### config.mk
export PLATFORM = sky130hd
export DESIGN_NAME = if_id_stage
export DESIGN_NICKNAME = d
export VERILOG_FILES = /design/src/rtl/if_id_stage.sv
export SDC_FILE = /design/constraint.sdc
export NUM_CORES = 1
export LEC_CHECK = 0
export CAP_MARGIN = 20
export CORE_ASPECT_RATIO = 2
export CORE_MARGIN = 1
export CORE_UTILIZATION = 32
export CTS_CLUSTER_DIAMETER = 60
export DETAILED_ROUTE_END_ITERATION = 10
export HOLD_SLACK_MARGIN = 0.02
export SLEW_MARGIN = 25
export SYNTH_ARGS = -nofsm -noshare
export SYNTH_HDL_FRONTEND = slang
export SYNTH_SLANG_ARGS = --single-unit
### constraint.sdc
create_clock -name clk -period 1.9 [get_ports clk]
set_input_delay 0.285 -clock clk [delete_from_list [all_inputs] [get_ports clk]]
set_output_delay 0.285 -clock clk [all_outputs]
set_load 0.02 [all_outputs]
### src/rtl/if_id_stage.sv
// IF/ID pipeline register with stall, flush and HALT parking for the front end.
// Define IFID_STATS_EN to add the saturating stall_count output.
module if_id_stage (
  input  logic        clk,
  input  logic        rst,
  input  logic [15:0] fetch_inst,
  input  logic [15:0] fetch_pc_inc,
  input  logic        fetch_valid,
  input  logic        stall_req,
  input  logic [1:0]  stall_cycles,
  input  logic        flush,
  output logic [15:0] dec_inst,
  output logic [15:0] dec_pc_inc,
  output logic        dec_valid,
  output logic        pc_hold,
  output logic        bubble,
  output logic        halted
`ifdef IFID_STATS_EN
  ,
  output logic [15:0] stall_count
`endif
);

  localparam logic [1:0]  RUN    = 2'd0;
  localparam logic [1:0]  STALL  = 2'd1;
  localparam logic [1:0]  HALTED = 2'd2;
  localparam logic [15:0] NOP    = 16'h0800;
  localparam logic [15:0] HALT   = 16'h0000;

  logic [1:0]  state, state_nxt;
  logic [1:0]  cnt, cnt_nxt;
  logic [15:0] inst_nxt, pc_nxt;
  logic        valid_nxt;
  logic        hold_c, bub_c;
  logic        halt_seen;

  assign halt_seen = dec_valid && (dec_inst == HALT);

  // Priority chain: flush, parked, stalling, new request, HALT in decode, advance.
  always_comb begin
    state_nxt = state;
    cnt_nxt   = cnt;
    inst_nxt  = dec_inst;
    pc_nxt    = dec_pc_inc;
    valid_nxt = dec_valid;
    hold_c    = 1'b0;
    bub_c     = 1'b0;
    if (flush) begin
      state_nxt = RUN;
      cnt_nxt   = 2'd0;
      inst_nxt  = NOP;
      valid_nxt = 1'b0;
      bub_c     = 1'b1;
    end else if (state == HALTED) begin
      hold_c = 1'b1;
      bub_c  = 1'b1;
    end else if (state == STALL) begin
      hold_c  = 1'b1;
      bub_c   = 1'b1;
      cnt_nxt = cnt - 2'd1;
      if (cnt == 2'd1) state_nxt = RUN;
    end else if (stall_req) begin
      // The request cycle is stall cycle 1; a length of 0 or 1 needs no STALL state.
      hold_c = 1'b1;
      bub_c  = 1'b1;
      if (stall_cycles > 2'd1) begin
        cnt_nxt   = stall_cycles - 2'd1;
        state_nxt = STALL;
      end
    end else if (halt_seen) begin
      // HALT flows on to ID/EX this cycle; IF/ID keeps it while parked.
      hold_c    = 1'b1;
      state_nxt = HALTED;
    end else begin
      inst_nxt  = fetch_valid ? fetch_inst : NOP;
      pc_nxt    = fetch_pc_inc;
      valid_nxt = fetch_valid;
    end
  end

  // Reset overrides the combinational outputs so they settle without a clock edge.
  assign pc_hold = hold_c & ~rst;
  assign bubble  = bub_c | rst;
  assign halted  = (state == HALTED);

  always_ff @(posedge clk or posedge rst) begin
    if (rst) begin
      state      <= RUN;
      cnt        <= 2'd0;
      dec_inst   <= NOP;
      dec_pc_inc <= 16'h0000;
      dec_valid  <= 1'b0;
    end else begin
      state      <= state_nxt;
      cnt        <= cnt_nxt;
      dec_inst   <= inst_nxt;
      dec_pc_inc <= pc_nxt;
      dec_valid  <= valid_nxt;
    end
  end

`ifdef IFID_STATS_EN
  always_ff @(posedge clk or posedge rst) begin
    if (rst) begin
      stall_count <= 16'h0000;
    end else if (pc_hold && (stall_count != 16'hFFFF)) begin
      stall_count <= stall_count + 16'h0001;
    end
  end
`endif

endmodule

Figure 1. Placement by cell class.
Bar = 20 um.
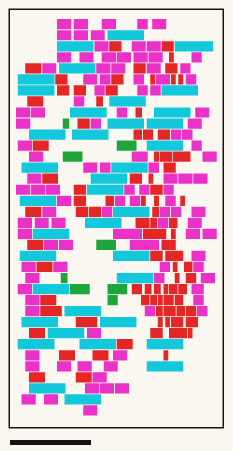
| class | color | cells | share of their area |
|---|---|---|---|
| combinational and other logic | red | 86 | 25% |
| remaining buffers and delay cells | magenta | 109 | 38% |
| clock drivers and dummy loads | green | 8 | 3.2% |
| sequential cells | cyan | 37 | 34% |

Figure 2. Routing congestion map.
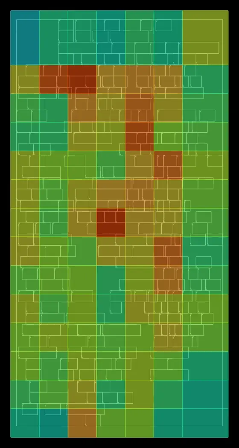
total global-route track usage: 0.1809
met2 GRT Util: 0.3223
Routed wire per std cell: 15.00 um
met1 capacity usage during global routing: 0.1972
met3 track demand over resource in global routing: 0.05015

==> results.txt <==
run results: routability-driven placement congestion ratio 0.7679, final setup fails 1, pin count of the biggest net entering global routing 38, half-perimeter wire length after placement 3.489 mm, violations in the final reports setup timing, class of the worst hold path input pin to async pin, starting DRC count in detailed routing 18, Synth top cell by count dfrtp_1, Syn Inst Count 129, final max-slew violation count 0, number of core rows 36, Via density about 5, non-filler instance count after layout 297, Cell variety after synth 34, area growth from synthesis to layout 71.44%, status finished with violations, switching power as a share of total power 0.2863, Starting Density 0.3341, largest area contributor in the netlist dfrtp_1, Clk Tree Root Cell clkbuf_8, global-route wire length before repair 7.155 mm, instance area at placement 2669 um2, Combinational Power Share 0.308, mean instance size in the synthesized netlist around 13 um2, YS chip area 1625 um2, number of levels in the clock H-tree 2, Synth top area share 0.5543, n_diodes 0, clock buffers created by TritonCTS 5, core utilization of the finished layout 0.5728, asr flop ratio synth 1.000, post-layout worst setup margin -0.07359 ns, global route overflow 0, die boundary width 52.40 um, most instantiated cells after synthesis 36 x dfrtp_1, 15 x a22o_1, 14 x mux2_2, 8 x nor2_1, 6 x inv_1, Flop pwr share 0.441, comb. cell area roughly 650 um2, CTS hold repair buffers 0, residual DRC count 0, Post-synth regs 37, Final #Nets around 280, Primary FF master, synth dfrtp_1, post-route cell area 2786 um2, Syn. warnings 0, CP Capture Type output port
Figure 3. Signal metal coverage by tile.
Bar = 20 um. 10 x 21 tiles, from dark purple (low) to yellow (high), scaled to the fullest tile. Values are wire area over tile area, all layers added.
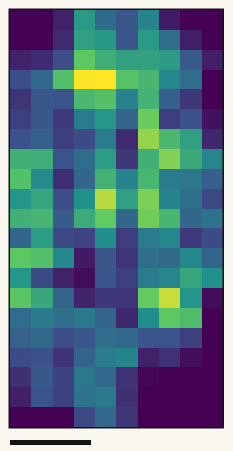
emptiest ninth of the die: bottom right
fullest tile: 0.39
tiles over half the peak: 26%
routed wire length: 4.454 mm
number of vias in the routed layout: 1487

Figure 4. Port wiring.
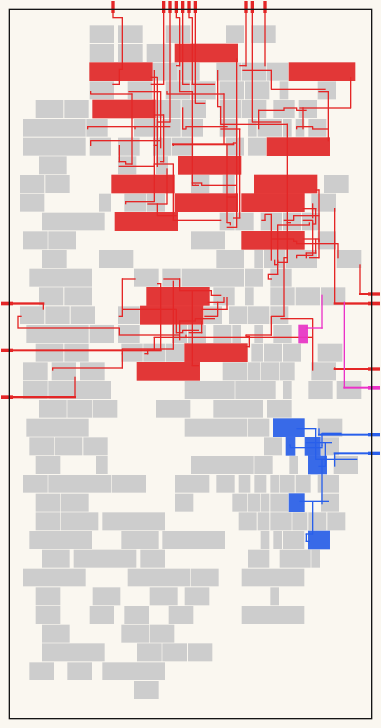
| port | color | bits | direction | edge | end cells | buffers | wire |
|---|---|---|---|---|---|---|---|
| bubble | magenta | 1 | output | right | 1 | 1 | 22.9 um |
| stall_cycles | blue | 2 | input | right | 6 | 4 | 63.5 um |
| dec_inst | red | 16 | output | 10 top, 3 right, 3 left | 16 | 32 | 817 um |
num ports: 75
number of buffers added on ports: 74

==> cell families (layout without fill, tap and decap cells) <==
logic type | after synthesis | after routing | synth area share
compound gates | 31 | 31 | 0.1547
xor+xnor | 1 | 1 | 0.005390
fa+ha+maj | 2 | 2 | 0.01539
buf+inv | 12 | 123 | 0.04387
flops | 37 | 37 | 0.5704
mux | 16 | 16 | 0.1109
simple gates | 30 | 30 | 0.09931
==> through the flow <==
stage / hold slack [ns] / total power [W] / TNS, ns / setup WS (ns)
floorplan: 0.3514 / 0.001220 / 0 / 0.08061
global placement: 0.4798 / 0.001565 / -2.188 / -0.2060
detailed placement: 0.4843 / 0.001580 / -3.042 / -0.2344
CTS: 0.4906 / 0.002127 / -0.09712 / -0.09712
global route: 0.5159 / 0.002214 / -0.7258 / -0.2191
finish: 0.4938 / 0.002097 / -0.07359 / -0.07359
==> how the worst max path moves through the flow <==
stage / from / end / slack, ns / depth (start not counted)
final: dec_inst[2] / pc_hold / -0.07 / 5
after global routing: dec_inst[13] / pc_hold / -0.22 / 5
after CTS: dec_inst[12] / pc_hold / -0.1 / 5
after detailed placement: dec_inst[12] / pc_hold / -0.23 / 5
after global placement: dec_inst[12] / pc_hold / -0.21 / 5
after floorplan: dec_inst[7] / dec_pc_inc[2] / 0.08 / 5
==> what timing repair did <==
item / CTS / global route
pin swaps: 0 / 2
resized: 8 / 6
setup buffers: 0 / 1
endpoints found under the setup margin: 3 / 17
==> registers in the layout, indices dropped and copies added, names as in the netlist <==
name	cells
dec_valid	1
cnt	2
state	2
dec_pc_inc	16
dec_inst	16
==> critical path, stage by stage (launching register included) <==
cell and delay [ns]:
dfrtp_1 0.40, nor4_2 0.29, nand2_1 0.11, o31a_1 0.32, nor2_1 0.12, buf_4 0.16
==> metal layers <==
layer | wire length, um | GRT usage | share of wire | up-vias
met5 | 0 | 0 | 0 | -
met4 | 71 | 0.06680 | 0.016 | 0
met3 | 301 | 0.05015 | 0.068 | 5
met2 | 2504 | 0.3223 | 0.56 | 59
met1 | 1576 | 0.1972 | 0.35 | 728
li1 | - | - | - | 695
==> final cells by class <==
type / count / area share
inverters: 6 / 0.008083
well taps: 57 / 0.02559
multi-input cells: 80 / 0.2335
clock inverters: 3 / 0.006286
clock buffers: 5 / 0.02470
flip-flops and latches: 37 / 0.3327
repair buffers: 109 / 0.3691
==> layout by cell type, fill, tap and decap left out, drive strengths merged, types with 4 or more instances in the layout <==
cell type and instances:
a22o 15, buf 36, clkbuf 5, clkdlybuf4s50 71, dfrtp 36, inv 6, mux2 16, nand2 5
nor2 8, nor3 4, nor4 4
==> power groups by stage <==
stage	Clock, W	Combinational [W]	Sequential [W]
after floorplan	0	0.000175	0.00104
after global placement	0	0.000628	0.000936
after detailed placement	0	0.000640	0.000939
after CTS	0.000558	0.000644	0.000925
after global routing	0.000589	0.000689	0.000935
final	0.000526	0.000646	0.000924
Power and IR drop assume default switching activity.
